### src/rtl/bs_unzlib.sv
// rtl/bs_unzlib.sv - zlib header and fixed-Huffman block parser emitting LZ77 tokens
module bs_unzlib #(
    parameter int DATA_WD    = 32,
    parameter int LIT_DAT_WD = 8,
    parameter int LEN_DAT_WD = 7,
    parameter int DIS_DAT_WD = 7
) (
    input  logic                  clk,
    input  logic                  rst,
    input  logic                  start_i,
    input  logic                  val_i,
    input  logic [DATA_WD-1:0]    dat_i,
    output logic                  rdy_o,
    output logic                  val_o,
    output logic                  flg_lit_o,
    output logic [LIT_DAT_WD-1:0] lit_dat_o,
    output logic [LEN_DAT_WD-1:0] len_dat_o,
    output logic [DIS_DAT_WD-1:0] dis_dat_o,
    output logic                  lst_o,
    output logic [31:0]           adler_o,
    output logic                  done_o,
    output logic                  err_o
);
    localparam int BUF_WD = 2 * DATA_WD;
    localparam int CNT_WD = $clog2(BUF_WD + 1);
    localparam int T      = BUF_WD - 1;

    localparam logic [3:0] S_IDLE  = 4'd0, S_HDR  = 4'd1, S_BLK = 4'd2, S_SYM  = 4'd3,
                           S_DIST  = 4'd4, S_ALIGN = 4'd5, S_ADLER = 4'd6, S_PAD = 4'd7,
                           S_DONE  = 4'd8, S_ERR  = 4'd9;

    function automatic logic [7:0] rev8(input logic [7:0] b);
        for (int i = 0; i < 8; i++) rev8[i] = b[7-i];
    endfunction

    // Extra bits arrive LSB-first: the first consumed bit is bit 0 of the value.
    function automatic logic [4:0] ext_val(input logic [4:0] raw, input logic [2:0] n);
        ext_val = '0;
        for (int i = 0; i < 5; i++)
            if (i < int'(n)) ext_val[i] = raw[4-i];
    endfunction

    logic [3:0]            state_q, state_d;
    logic [BUF_WD-1:0]     buf_q, buf_d;
    logic [CNT_WD-1:0]     cnt_q, cnt_d, ncon, cnt_mid;
    logic                  hv_q, hv_d, hflg_q, hflg_d;
    logic [LIT_DAT_WD-1:0] hlit_q, hlit_d;
    logic [LEN_DAT_WD-1:0] hlen_q, hlen_d, mlen_q, mlen_d;
    logic [DIS_DAT_WD-1:0] hdis_q, hdis_d;
    logic                  emit, emit_lst, clr, err_d, done_d, acc;
    logic                  nt, nt_flg;
    logic [LIT_DAT_WD-1:0] nt_lit;
    logic [31:0]           adler_d;
    logic [8:0]            p9;
    logic [6:0]            c7, lval, dval;
    logic [7:0]            c8, cmf, flg;
    logic [4:0]            li, dc;
    logic [2:0]            leb, deb;

    assign rdy_o = (state_q != S_IDLE) && (state_q != S_DONE) && (state_q != S_ERR)
                   && (cnt_q <= CNT_WD'(DATA_WD));
    assign acc   = val_i && rdy_o;

    always_comb begin
        p9   = buf_q[T -: 9];
        c7   = p9[8:2];
        c8   = p9[8:1];
        li   = 5'(c7 - 7'd1);
        leb  = (li < 5'd8) ? 3'd0 : li[4:2] - 3'd1;
        lval = (li < 5'd8) ? 7'(li) + 7'd3
             : ((7'd4 + 7'(li[1:0])) << leb) + 7'd3 + 7'(ext_val(buf_q[T-7 -: 5], leb));
        dc   = buf_q[T -: 5];
        deb  = (dc < 5'd4) ? 3'd0 : dc[3:1] - 3'd1;
        dval = (dc < 5'd4) ? 7'(dc) + 7'd1
             : ((7'd2 + 7'(dc[0])) << deb) + 7'd1 + 7'(ext_val(buf_q[T-5 -: 5], deb));
        cmf  = rev8(buf_q[T -: 8]);
        flg  = rev8(buf_q[T-8 -: 8]);
    end

    always_comb begin
        state_d  = state_q;
        ncon     = '0;
        hv_d     = hv_q;
        hflg_d   = hflg_q;
        hlit_d   = hlit_q;
        hlen_d   = hlen_q;
        hdis_d   = hdis_q;
        mlen_d   = mlen_q;
        emit     = 1'b0;
        emit_lst = 1'b0;
        clr      = 1'b0;
        err_d    = err_o;
        done_d   = 1'b0;
        adler_d  = adler_o;
        nt       = 1'b0;
        nt_flg   = 1'b0;
        nt_lit   = '0;
        case (state_q)
            S_IDLE, S_ERR: if (start_i) begin
                clr     = 1'b1;
                err_d   = 1'b0;
                hv_d    = 1'b0;
                state_d = S_HDR;
            end
            S_HDR: if (cnt_q >= CNT_WD'(16)) begin
                ncon = CNT_WD'(16);
                if (cmf == 8'h78 && !flg[5] && ({cmf, flg} % 16'd31) == 16'd0) state_d = S_BLK;
                else begin state_d = S_ERR; err_d = 1'b1; end
            end
            S_BLK: if (cnt_q >= CNT_WD'(3)) begin
                ncon = CNT_WD'(3);
                if (buf_q[T] && {buf_q[T-2], buf_q[T-1]} == 2'b01) state_d = S_SYM;
                else begin state_d = S_ERR; err_d = 1'b1; end
            end
            S_SYM: if (cnt_q >= CNT_WD'(12)) begin
                if (c7 == 7'd0) begin
                    ncon = CNT_WD'(7);
                    if (hv_q) begin
                        emit = 1'b1; emit_lst = 1'b1; hv_d = 1'b0; state_d = S_ALIGN;
                    end else begin
                        state_d = S_ERR; err_d = 1'b1;
                    end
                end else if (c7 <= 7'd20) begin
                    ncon    = CNT_WD'(7) + CNT_WD'(leb);
                    mlen_d  = LEN_DAT_WD'(lval);
                    state_d = S_DIST;
                end else if (c7 <= 7'd23 || (c8 >= 8'hC0 && c8 <= 8'hC7)) begin
                    state_d = S_ERR; err_d = 1'b1;
                end else if (c8 <= 8'hBF) begin
                    ncon = CNT_WD'(8); nt = 1'b1; nt_flg = 1'b1;
                    nt_lit = LIT_DAT_WD'(c8 - 8'h30);
                end else begin
                    ncon = CNT_WD'(9); nt = 1'b1; nt_flg = 1'b1;
                    nt_lit = LIT_DAT_WD'(p9[7:0]);
                end
            end
            S_DIST: if (cnt_q >= CNT_WD'(9)) begin
                if (dc >= 5'd12) begin
                    state_d = S_ERR; err_d = 1'b1;
                end else begin
                    ncon = CNT_WD'(5) + CNT_WD'(deb); nt = 1'b1; state_d = S_SYM;
                end
            end
            S_ALIGN: begin
                ncon    = CNT_WD'(cnt_q[2:0]);
                state_d = S_ADLER;
            end
            S_ADLER: if (cnt_q >= CNT_WD'(32)) begin
                ncon    = CNT_WD'(32);
                adler_d = {rev8(buf_q[T -: 8]), rev8(buf_q[T-8 -: 8]),
                           rev8(buf_q[T-16 -: 8]), rev8(buf_q[T-24 -: 8])};
                state_d = S_PAD;
            end
            S_PAD: begin
                ncon = cnt_q; done_d = 1'b1; state_d = S_DONE;
            end
            S_DONE: state_d = S_IDLE;
            default: state_d = S_IDLE;
        endcase
        // One-deep hold: a new token pushes the previous one out.
        if (nt) begin
            emit   = hv_q;
            hv_d   = 1'b1;
            hflg_d = nt_flg;
            hlit_d = nt_flg ? nt_lit : '0;
            hlen_d = nt_flg ? '0 : mlen_q;
            hdis_d = nt_flg ? '0 : DIS_DAT_WD'(dval);
        end
        cnt_mid = cnt_q - ncon;
        buf_d   = buf_q << ncon;
        cnt_d   = cnt_mid;
        if (acc) begin
            buf_d = buf_d | ({dat_i, {DATA_WD{1'b0}}} >> cnt_mid);
            cnt_d = cnt_mid + CNT_WD'(DATA_WD);
        end
        if (clr) begin
            buf_d = '0;
            cnt_d = '0;
        end
    end

    always_ff @(posedge clk or posedge rst) begin
        if (rst) begin
            state_q   <= S_IDLE;
            buf_q     <= '0;
            cnt_q     <= '0;
            hv_q      <= 1'b0;
            hflg_q    <= 1'b0;
            hlit_q    <= '0;
            hlen_q    <= '0;
            hdis_q    <= '0;
            mlen_q    <= '0;
            val_o     <= 1'b0;
            flg_lit_o <= 1'b0;
            lit_dat_o <= '0;
            len_dat_o <= '0;
            dis_dat_o <= '0;
            lst_o     <= 1'b0;
            adler_o   <= '0;
            done_o    <= 1'b0;
            err_o     <= 1'b0;
        end else begin
            state_q <= state_d;
            buf_q   <= buf_d;
            cnt_q   <= cnt_d;
            hv_q    <= hv_d;
            hflg_q  <= hflg_d;
            hlit_q  <= hlit_d;
            hlen_q  <= hlen_d;
            hdis_q  <= hdis_d;
            mlen_q  <= mlen_d;
            val_o   <= emit;
            lst_o   <= emit && emit_lst;
            if (emit) begin
                flg_lit_o <= hflg_q;
                lit_dat_o <= hlit_q;
                len_dat_o <= hlen_q;
                dis_dat_o <= hdis_q;
            end
            adler_o <= adler_d;
            done_o  <= done_d;
            err_o   <= err_d;
        end
    end
endmodule
### config.mk
export PLATFORM = sky130hd
export DESIGN_NAME = bs_unzlib
export DESIGN_NICKNAME = d
export VERILOG_FILES = /design/src/rtl/bs_unzlib.sv
export SDC_FILE = /design/constraint.sdc
export NUM_CORES = 1
export LEC_CHECK = 0
export ABC_AREA = 0
export CAP_MARGIN = 20
export CORE_ASPECT_RATIO = 0.6
export CORE_MARGIN = 2
export CORE_UTILIZATION = 49
export CTS_CLUSTER_DIAMETER = 40
export DETAILED_ROUTE_END_ITERATION = 12
export PLACE_DENSITY = 0.66
export SLEW_MARGIN = 20
export SYNTH_ARGS = -nofsm -noshare
export SYNTH_HDL_FRONTEND = slang
export SYNTH_SLANG_ARGS = --single-unit
### constraint.sdc
create_clock -name clk -period 10.4 [get_ports clk]
set_input_delay 2.08 -clock clk [delete_from_list [all_inputs] [get_ports clk]]
set_output_delay 2.08 -clock clk [all_outputs]
set_load 0.03 [all_outputs]
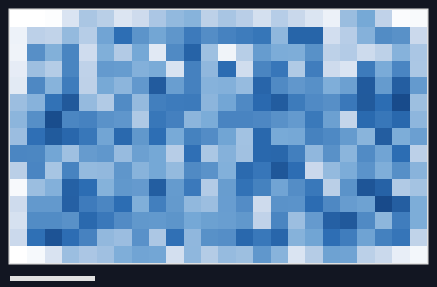
*Cell area per tile, run 1*
The bar under the picture is 50 um long. 24 x 15 tiles, from white (low) to dark blue (high), 0 to 100% covered.
nearly empty tiles = 1.1%
fullest tile = 90%
tiles over 75% full = 13%
emptiest ninth of the die = upper left

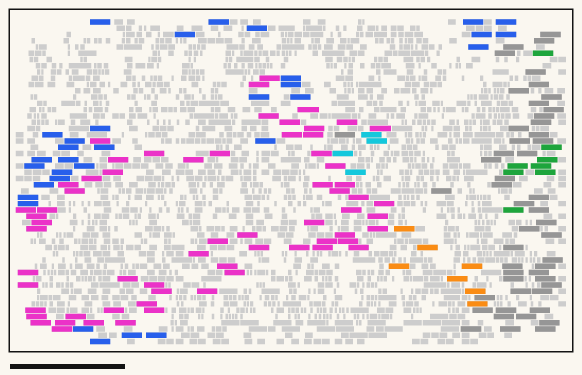
*Sequential cells coloured by netlist name, run 1*
The bar under the picture is 50 um long. Other sequential cells in the stronger grey, the rest of the logic in the fainter grey.
cnt_q -> orange  # placed flops 7, where lower right
adler_o -> blue  # placed flops 32, where all over the die
buf_q -> magenta  # placed flops 64
state_q -> cyan  # placed flops 4
lit_dat_o -> green  # placed flops 8, where middle right
not coloured = 50
post-layout util: 56.58%
Seq/total area: 21.58%
Sequential Area: 4131 um2

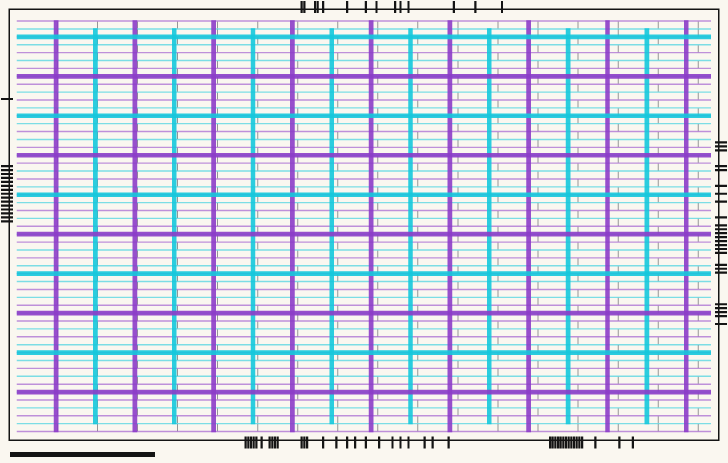
*Supply network, run 1*
The bar under the picture is 50 um long. Pins as bars on the die edge. Tap cells in grey.
VDD -> cyan
VSS -> purple
tap cells = 459
rows = 52
met5 straps = 10
signal pins = 96
met1 rails = 53
chip width: 243.9 um

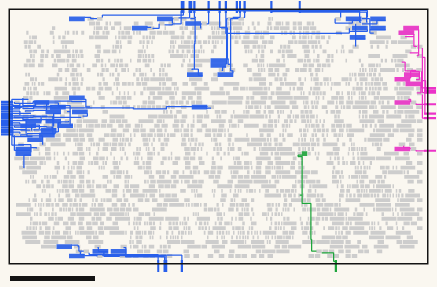
*I/O nets highlighted, run 1*
The bar under the picture is 50 um long.
adler_o -> blue  # bits 32, direction output, end cells 32, buffers 32, wire 1620 um
dis_dat_o -> magenta  # bits 7, direction output, end cells 7, buffers 7, wire 192 um
rdy_o -> green  # bits 1, direction output, end cells 1, buffers 1, wire 84.2 um
I/O Buffers: 95
IO Count: 96

## run 1: final timing paths
path / cells after the start / to / startpoint
worst min-delay path: 2 / hlen_q[0] / mlen_q[0]
worst max-delay path: 34 / state_q[3] / buf_q[61]
max in group asynchronous: 3 / hdis_q[5] / rst
min in group asynchronous: 2 / cnt_q[2] / rst
worst min register to register: 2 / hlen_q[0] / mlen_q[0]
worst max register to register: 34 / state_q[3] / buf_q[61]
## run 1: state kept, by name, indices dropped and copies added, names as in the netlist, 8 cells and up
name and cells:
lit_dat_o 8, buf_q 64, hlit_q 8, adler_o 32
## run 1: per-layer routing
metal | vias up | share of wire, % | track usage [%]
met2 | 1023 | 37 | 42.19
met4 | 0 | 1.5 | 5.762
met1 | 8221 | 47 | 51.89
met3 | 83 | 14 | 13.49
met5 | - | 0 | 0
li1 | 7758 | - | -
## run 1: kinds of logic (layout without fill, tap and decap cells)
family                   count (synthesis)  after routing  synth area share, %
AND-OR/OR-AND                          552            552                22.49
XOR/XNOR                                44             44                2.388
adder cells (fa/ha/maj)                 41             41                3.149
buffers and inverters                  193            235                4.650
flip-flops                             165            165                24.39
multiplexers                           347            347                23.05
other                                    1              1              0.02215
AND/OR/NAND/NOR                        726            726                19.86
## run 1: per-stage QoR
stage               worst slack (ns)  setup TNS (ns)
floorplan                     0.7558               0
global placement              0.2497               0
detailed placement            0.1051               0
CTS                          0.04637               0
global route                -0.01593        -0.01593
finish                        0.4382               0
==> results.cfg, run 1 <==
; physical design summary
[layout]
buf_share_pct = 7.386
inverters = 49
ff_count = 165
area_growth_pct = 13.09
layout_top_cell = nand2_1
drive_gt1_share_pct = 13.03
final_cells = 2570

[setup_path]
cp_data_arrival_time_ns = 10.30
cpMaxStageDelayCell = or4b_4
startpoint_type = flip-flop
ff2ff_setup_slack_ns = 0.44

[route]
ant_nets = 0
drc_errors = 0
route.detailed.wl_per_inst_um = 23.88

[logic_synthesis]
yosysUniqueCellTypes = 108
synthTopCellsByArea = dfrtp_1 (24%), mux2i_1 (14%), nand2_1 (6.4%), mux2_2 (4.9%), a21oi_1 (4.4%)
netlist_instances = 2069
yosys_most_used_dff = dfrtp_1
yosysCellCount = 2069
ys_area_um2 = 16930
numSynthFlops = 165
synth_top_cell_by_area = dfrtp_1

[cts]
cts_resized = 0
ctsRootBufferMaster = clkbuf_16
cts-htree-levels = 4

[sta]
fin_crit_sh_pct = 95.79
fin_skew_ns = 0.01768

[die]
rows = 52
initial_utilization_pct = 50.03
tap_cells = 459

[run_status]
status = finished clean

[placed_design]
postPlaceCellArea_um2 = 18360
==> run 2, diff against run 1 <==
CTS_BUF_LIST = sky130_fd_sc_hd__clkbuf_16   (was not set)
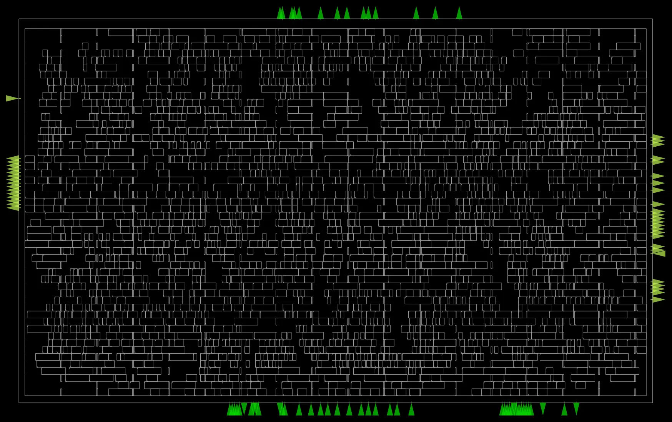
*Cell outlines without signal wires, run 2*
Layout fillers: 3147
flip-flops: 165
fin cells: 2570
Seq/total area: 21.59%
core area: 33830 um2

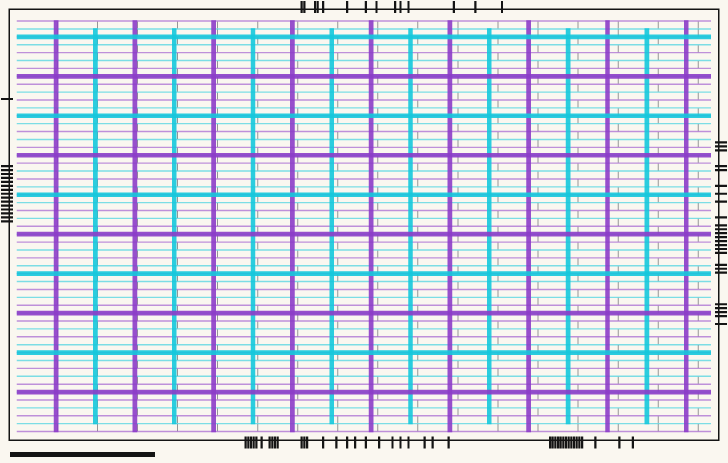
*Supply network, run 2*
The bar under the picture is 50 um long. Pins as bars on the die edge. Tap cells in grey.
VSS -> purple
VDD -> cyan
signal pins = 96
met1 rails = 53
rows = 52
met4 straps = 17
chip height: 148.0 um

==> run 2 against run 1 <==
Effect of this change: register-to-register slack barely moved; clock skew fell by 0.0016 ns; core utilization is essentially flat; global-route usage about the same; critical path type unchanged; critical endpoint unchanged.
==> results.cfg, run 2 <==
; physical design summary
[run_status]
status = finished clean

[logic_synthesis]
netlist_instances = 2069
ys_sh_aoi_pct = 22.49
ys_area_um2 = 16930
synthTopCellsByArea = dfrtp_1 (24%), mux2i_1 (14%), nand2_1 (6.4%), mux2_2 (4.9%), a21oi_1 (4.4%)
synth_top_cell_by_area = dfrtp_1
top_logic_kind = multiplexers
adder_share_pct = 3.149

[setup_path]
reg2regPathDepth = 34

[layout]
flop_area_um2 = 4131
largest-register = buf_q
reg_top3 = buf_q: 64 flops, adler_o: 32 flops
area_growth_pct = 13.03

[sta]
fin_ws_ns = 0.4277
fin_skew_ns = 0.01606
fin_crit_sh_pct = 95.89
setup_tns_ns = 0

[die]
die_x_um = 243.9

[placed_design]
port_buffers = 95

[min_path]
whs_path_depth = 2

[route]
drc_errors = 0
-- run 2: cell counts after synthesis --
Identical to the previous run, type by type.
-- run 2: worst max-delay path: cells and delay by family (launching register included) --
family	cells	cell delay (ns)
compound gates	12	3.74
simple gates	13	3.42
fa+ha+maj	3	0.86
mux	2	0.81
flops	1	0.38
buf+inv	2	0.38
xor+xnor	2	0.27
-- run 2: per-stage QoR --
stage | hold slack [ns]
CTS | 0.4698
global placement | 0.4507
finish | 0.4647
floorplan | 0.4386
detailed placement | 0.4560
global route | 0.4983
-- run 2: worst paths after layout --
kind,startpoint,end,slack [ns]
hold / removal,mlen_q[0],hlen_q[0],0.46
min in group asynchronous,rst,cnt_q[2],2.00
max in group asynchronous,rst,hdis_q[5],7.27
setup / recovery,buf_q[61],state_q[3],0.43
hold reg to reg,mlen_q[0],hlen_q[0],0.46
setup reg to reg,buf_q[61],state_q[3],0.43
-- run 2: final cells by class --
| type | instances | share of cell area (%) |
|---|---|---|
| Multi-Input combinational cell | 1711 | 63.93 |
| Sequential cell | 165 | 21.59 |
| Timing Repair Buffer | 154 | 7.390 |
| Tap cell | 459 | 3.002 |
| Clock buffer | 17 | 2.224 |
| Inverter | 49 | 0.9875 |
| Clock inverter | 15 | 0.8698 |
-- run 2: routing by layer --
layer	track usage (%)	routed length, um	vias to the layer above	share of wire (%)
met5	0	0	-	0
met3	13.53	8280	67	13
met1	51.82	29300	8242	48
met2	42.14	23170	1011	38
li1	-	-	7756	-
met4	5.915	795	0	1.3
